--- src/rtl/regfile_sb.sv ---
// regfile_sb: register file with write-pending scoreboard; RF_BYPASS_EN enables same-cycle writeback forwarding.
module regfile_sb #(
  parameter int DATA_W = 32,
  parameter int ADDR_W = 5,
  parameter int NUM_READ = 2
) (
  input  logic                         clk,
  input  logic                         reset,
  input  logic                         wr_en,
  input  logic [ADDR_W-1:0]            wr_addr,
  input  logic [DATA_W-1:0]            wr_data,
  input  logic [NUM_READ*ADDR_W-1:0]   rd_addr,
  output logic [NUM_READ*DATA_W-1:0]   rd_data,
  output logic [NUM_READ-1:0]          rd_busy,
  input  logic                         iss_valid,
  input  logic [ADDR_W-1:0]            iss_rd,
  output logic                         iss_ready,
  output logic [ADDR_W:0]              busy_cnt
);
  localparam int DEPTH = 1 << ADDR_W;
  logic [DATA_W-1:0] regs [DEPTH];
  logic [DEPTH-1:0]  busy, set_v, clr_v;
  logic              wr_hit, acc, inc, dec;
  assign wr_hit = wr_en && wr_addr != '0;
`ifdef RF_BYPASS_EN
  assign iss_ready = iss_rd == '0 || !busy[iss_rd] || (wr_en && wr_addr == iss_rd);
`else
  assign iss_ready = iss_rd == '0 || !busy[iss_rd];
`endif
  assign acc = iss_valid && iss_ready && iss_rd != '0;
  assign set_v = acc ? {{(DEPTH-1){1'b0}}, 1'b1} << iss_rd : '0;
  assign clr_v = wr_hit ? {{(DEPTH-1){1'b0}}, 1'b1} << wr_addr : '0;
  // Counter tracks the popcount: a set on an already-busy reg and a clear it overrides are both net zero.
  assign inc = acc && !busy[iss_rd];
  assign dec = wr_hit && busy[wr_addr] && !(acc && iss_rd == wr_addr);
  always_ff @(posedge clk or posedge reset) begin
    if (reset) begin
      for (int r = 0; r < DEPTH; r++) regs[r] <= '0;
      busy <= '0;
      busy_cnt <= '0;
    end else begin
      if (wr_hit) regs[wr_addr] <= wr_data;
      busy <= (busy & ~clr_v) | set_v;
      busy_cnt <= busy_cnt + (ADDR_W+1)'(inc) - (ADDR_W+1)'(dec);
    end
  end
  for (genvar i = 0; i < NUM_READ; i++) begin : g_rd
    logic [ADDR_W-1:0] a;
    assign a = rd_addr[i*ADDR_W +: ADDR_W];
`ifdef RF_BYPASS_EN
    logic hit;
    assign hit = wr_en && wr_addr == a;
    assign rd_data[i*DATA_W +: DATA_W] = a == '0 ? '0 : hit ? wr_data : regs[a];
    assign rd_busy[i] = a != '0 && !hit && busy[a];
`else
    assign rd_data[i*DATA_W +: DATA_W] = a == '0 ? '0 : regs[a];
    assign rd_busy[i] = a != '0 && busy[a];
`endif
  end
endmodule

--- config.mk ---
export PLATFORM = sky130hd
export DESIGN_NAME = regfile_sb
export DESIGN_NICKNAME = d
export VERILOG_FILES = /design/src/rtl/regfile_sb.sv
export SDC_FILE = /design/constraint.sdc
export NUM_CORES = 2
export LEC_CHECK = 0
export CAP_MARGIN = 10
export CORE_MARGIN = 3
export CORE_UTILIZATION = 65
export CTS_CLUSTER_DIAMETER = 40
export DETAILED_ROUTE_END_ITERATION = 6
export PLACE_DENSITY = 0.83
export SLEW_MARGIN = 15
export SYNTH_ARGS = -nofsm -noshare
export SYNTH_HDL_FRONTEND = slang
export SYNTH_SLANG_ARGS = --single-unit
--- constraint.sdc ---
create_clock -name clk -period 61.1 [get_ports clk]
set_clock_uncertainty 0.1 [all_clocks]
set_input_delay 12.22 -clock clk [delete_from_list [all_inputs] [get_ports clk]]
set_output_delay 12.22 -clock clk [all_outputs]
set_load 0.03 [all_outputs]
==> flow_summary.ini <==
; yosys + openroad results
[place]
dpl_worst_slack_ns = 31.98
dp_cells = 4431
dpl.hpwl_um = 85600
routabilityCongestion = 0.837

[clock_network]
clk_path_buf_depth = 3
cts_made_buffers = 143
post_cts_buffers = 0
clk_pin_slew_ns = 0.05
ctsHoldBuffers = 0
htree_levels = 4

[sta]
fin_ws_ns = 32.14
setup_violations = 0
finalClockPeriodUsage_pct = 47.4

[pwr]
p_per_area_nw_per_um2 = 36.4
switchingPower_uw = 635
p_int_mw = 1.67

[synthesis]
syn-cell-area_um2 = 57000
synth_seq_share_pct = 46.6
syn_nets = 3563
ys_area_um2 = 57000
synth_top_area_share_pct = 46.6
ys_async_sr_fraction_pct = 100
top_area_cell = dfrtp_1

[floorplan]
dieArea_um2 = 91300
num_rows = 107

[cells_and_area]
num-fill-cells = 4959
layoutNonFillerInstCount = 4696
final_common_cell = dfrtp_1
mi_logic_area_um2 = 28200
drive_gt1_share_pct = 57.0

[route]
drc = 0
avgViaCountPerCell = 7.47
dr.pass1.iters = 6

[grt]
grt_max_degree = 195
grt.overflow.total = 0
antenna_found_initial = 5

[flow_run]
maxCapViolations = 0

[setup_path]
critPathCaptureType = output port
critPathMaxFanout = 58
critPathMaxStageDelay_ns = 0.92
crit_slowest_cell = buf_4
worstPathRequired_ns = 48.78
crit_type = input port to output port

[status]
status = completed

[hold_path]
hold_class = flip-flop to flip-flop
-- area by class of cell --
| class | count | share of cell area [%] |
|---|---|---|
| clock buffers | 177 | 6.23 |
| inverters | 92 | 0.557 |
| repair buffers | 192 | 2.89 |
| multi-input cells | 1941 | 44.4 |
| clock inverters | 83 | 1.68 |
| diodes | 5 | 0.0197 |
| flip-flops and latches | 1062 | 41.9 |
| well taps | 1144 | 2.26 |
-- logic make-up after synthesis --
kind of cell	synth area share, %
flip-flops	46.6
buffers and inverters	4.14
multiplexers	46.4
AND-OR/OR-AND	1.37
adder cells (fa/ha/maj)	0.167
AND/OR/NAND/NOR	1.19
XOR/XNOR	0.0768
-- Yosys cell counts (2+ instances only) --
library cell and number:
mux4_4 2, nor2_1 14, nand3b_1 3, clkbuf_1 216, nor2_2 5, nor3b_1 2, buf_2 116, nor3_1 3
a21oi_1 4, nand2_2 11, and2b_2 2, a21o_1 2, buf_4 6, mux2_1 12, buf_8 3, buf_1 30
clkbuf_8 12, mux2i_1 8, dfrtp_1 1062, nand2_1 75, and3_1 3, inv_1 92, o21bai_1 2, a32o_1 31
mux4_1 2, mux4_2 670, buf_6 21, nand3_1 4, mux2_2 981, o211ai_1 2, xnor2_1 5, o41ai_1 2
nor3b_2 3, nand2b_1 5, ha_1 6, o21ai_1 66
-- sequential cells by signal, summed over array words and instances (netlist names) --
signal and cells:
regs 1024, busy 32, busy_cnt 6
-- routing by layer --
layer	global-route usage, %	wire [µm]	part of all wire [%]	up-vias
met1	48.2	58300	37	19000
met5	0	13	0.0082	-
met3	9.24	15600	9.9	483
li1	-	-	-	13500
met4	16.0	7340	4.6	2
met2	56.3	76900	49	2154
-- metrics by stage --
stage / hold WS, ns / util [%] / total power [mW] / area (µm²)
global placement: 0.277 / 67.8 / 1.40 / 58400
finish: 0.295 / 73.6 / 2.31 / 63400
global route: 0.309 / 73.6 / 2.39 / 63400
floorplan: 0.341 / - / 1.30 / 57000
CTS: 0.295 / 73.6 / 2.31 / 63400
detailed placement: 0.283 / 67.8 / 1.44 / 58400
-- final timing paths --
kind                            start          end  slack (ns)  cells past startpoint
setup / recovery           rd_addr[0]  rd_data[25]       32.14                      8
hold / removal             regs[1008]   regs[1008]        0.30                      0
setup reg to reg             busy[17]  busy_cnt[4]       57.57                     13
hold reg to reg            regs[1008]   regs[1008]        0.30                      0
max in group asynchronous       reset    regs[980]       45.92                      5
min in group asynchronous       reset  busy_cnt[5]       11.94                      2
-- power groups by stage --
stage / registers [mW] / clock network [mW] / logic [mW]
after CTS: 0.942 / 0.875 / 0.491
after global placement: 0.930 / 0 / 0.468
after detailed placement: 0.951 / 0 / 0.487
after floorplan: 0.921 / 0 / 0.381
after global routing: 0.961 / 0.906 / 0.520
final: 0.948 / 0.869 / 0.490
Fig. 1: register map, names as in the netlist
Other cells in grey.
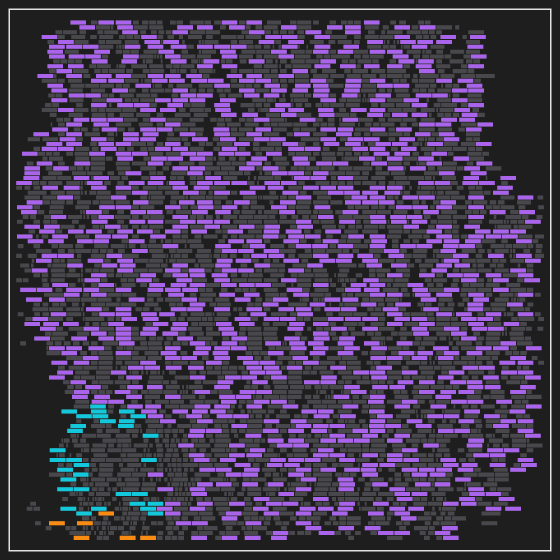
- `busy`: cyan (flops 32; where lower left)
- `busy_cnt`: orange (flops 6; where lower left)
- `regs`: purple (flops 1024; where spread over the die)
Flop area: 26600 µm²
Final Core Density: 73.6%
Flop+latch power: 948 µW
flop share of the area: 41.9%

Fig. 2: met1 routing
Supply wires on this layer in grey.
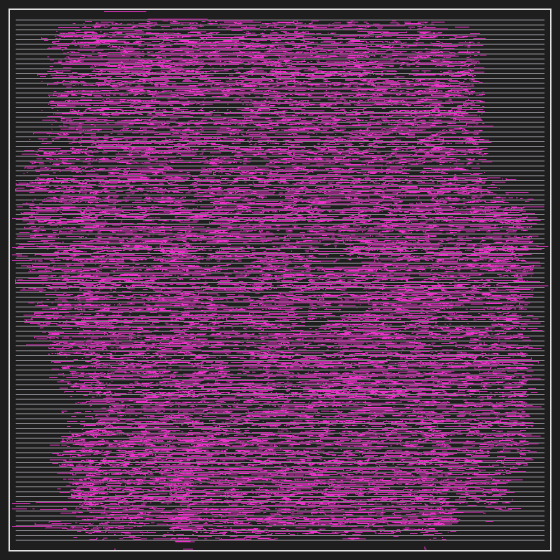
- wire length on this layer: 58.3 mm
- share of all routed wire: 37%
- nets with wire on the layer: 3339
- main direction: horizontal
Total Wirelength: 158000 µm
grt met1 use: 48.2%
vias: 35100

Power is estimated from default activity; no workload was simulated.
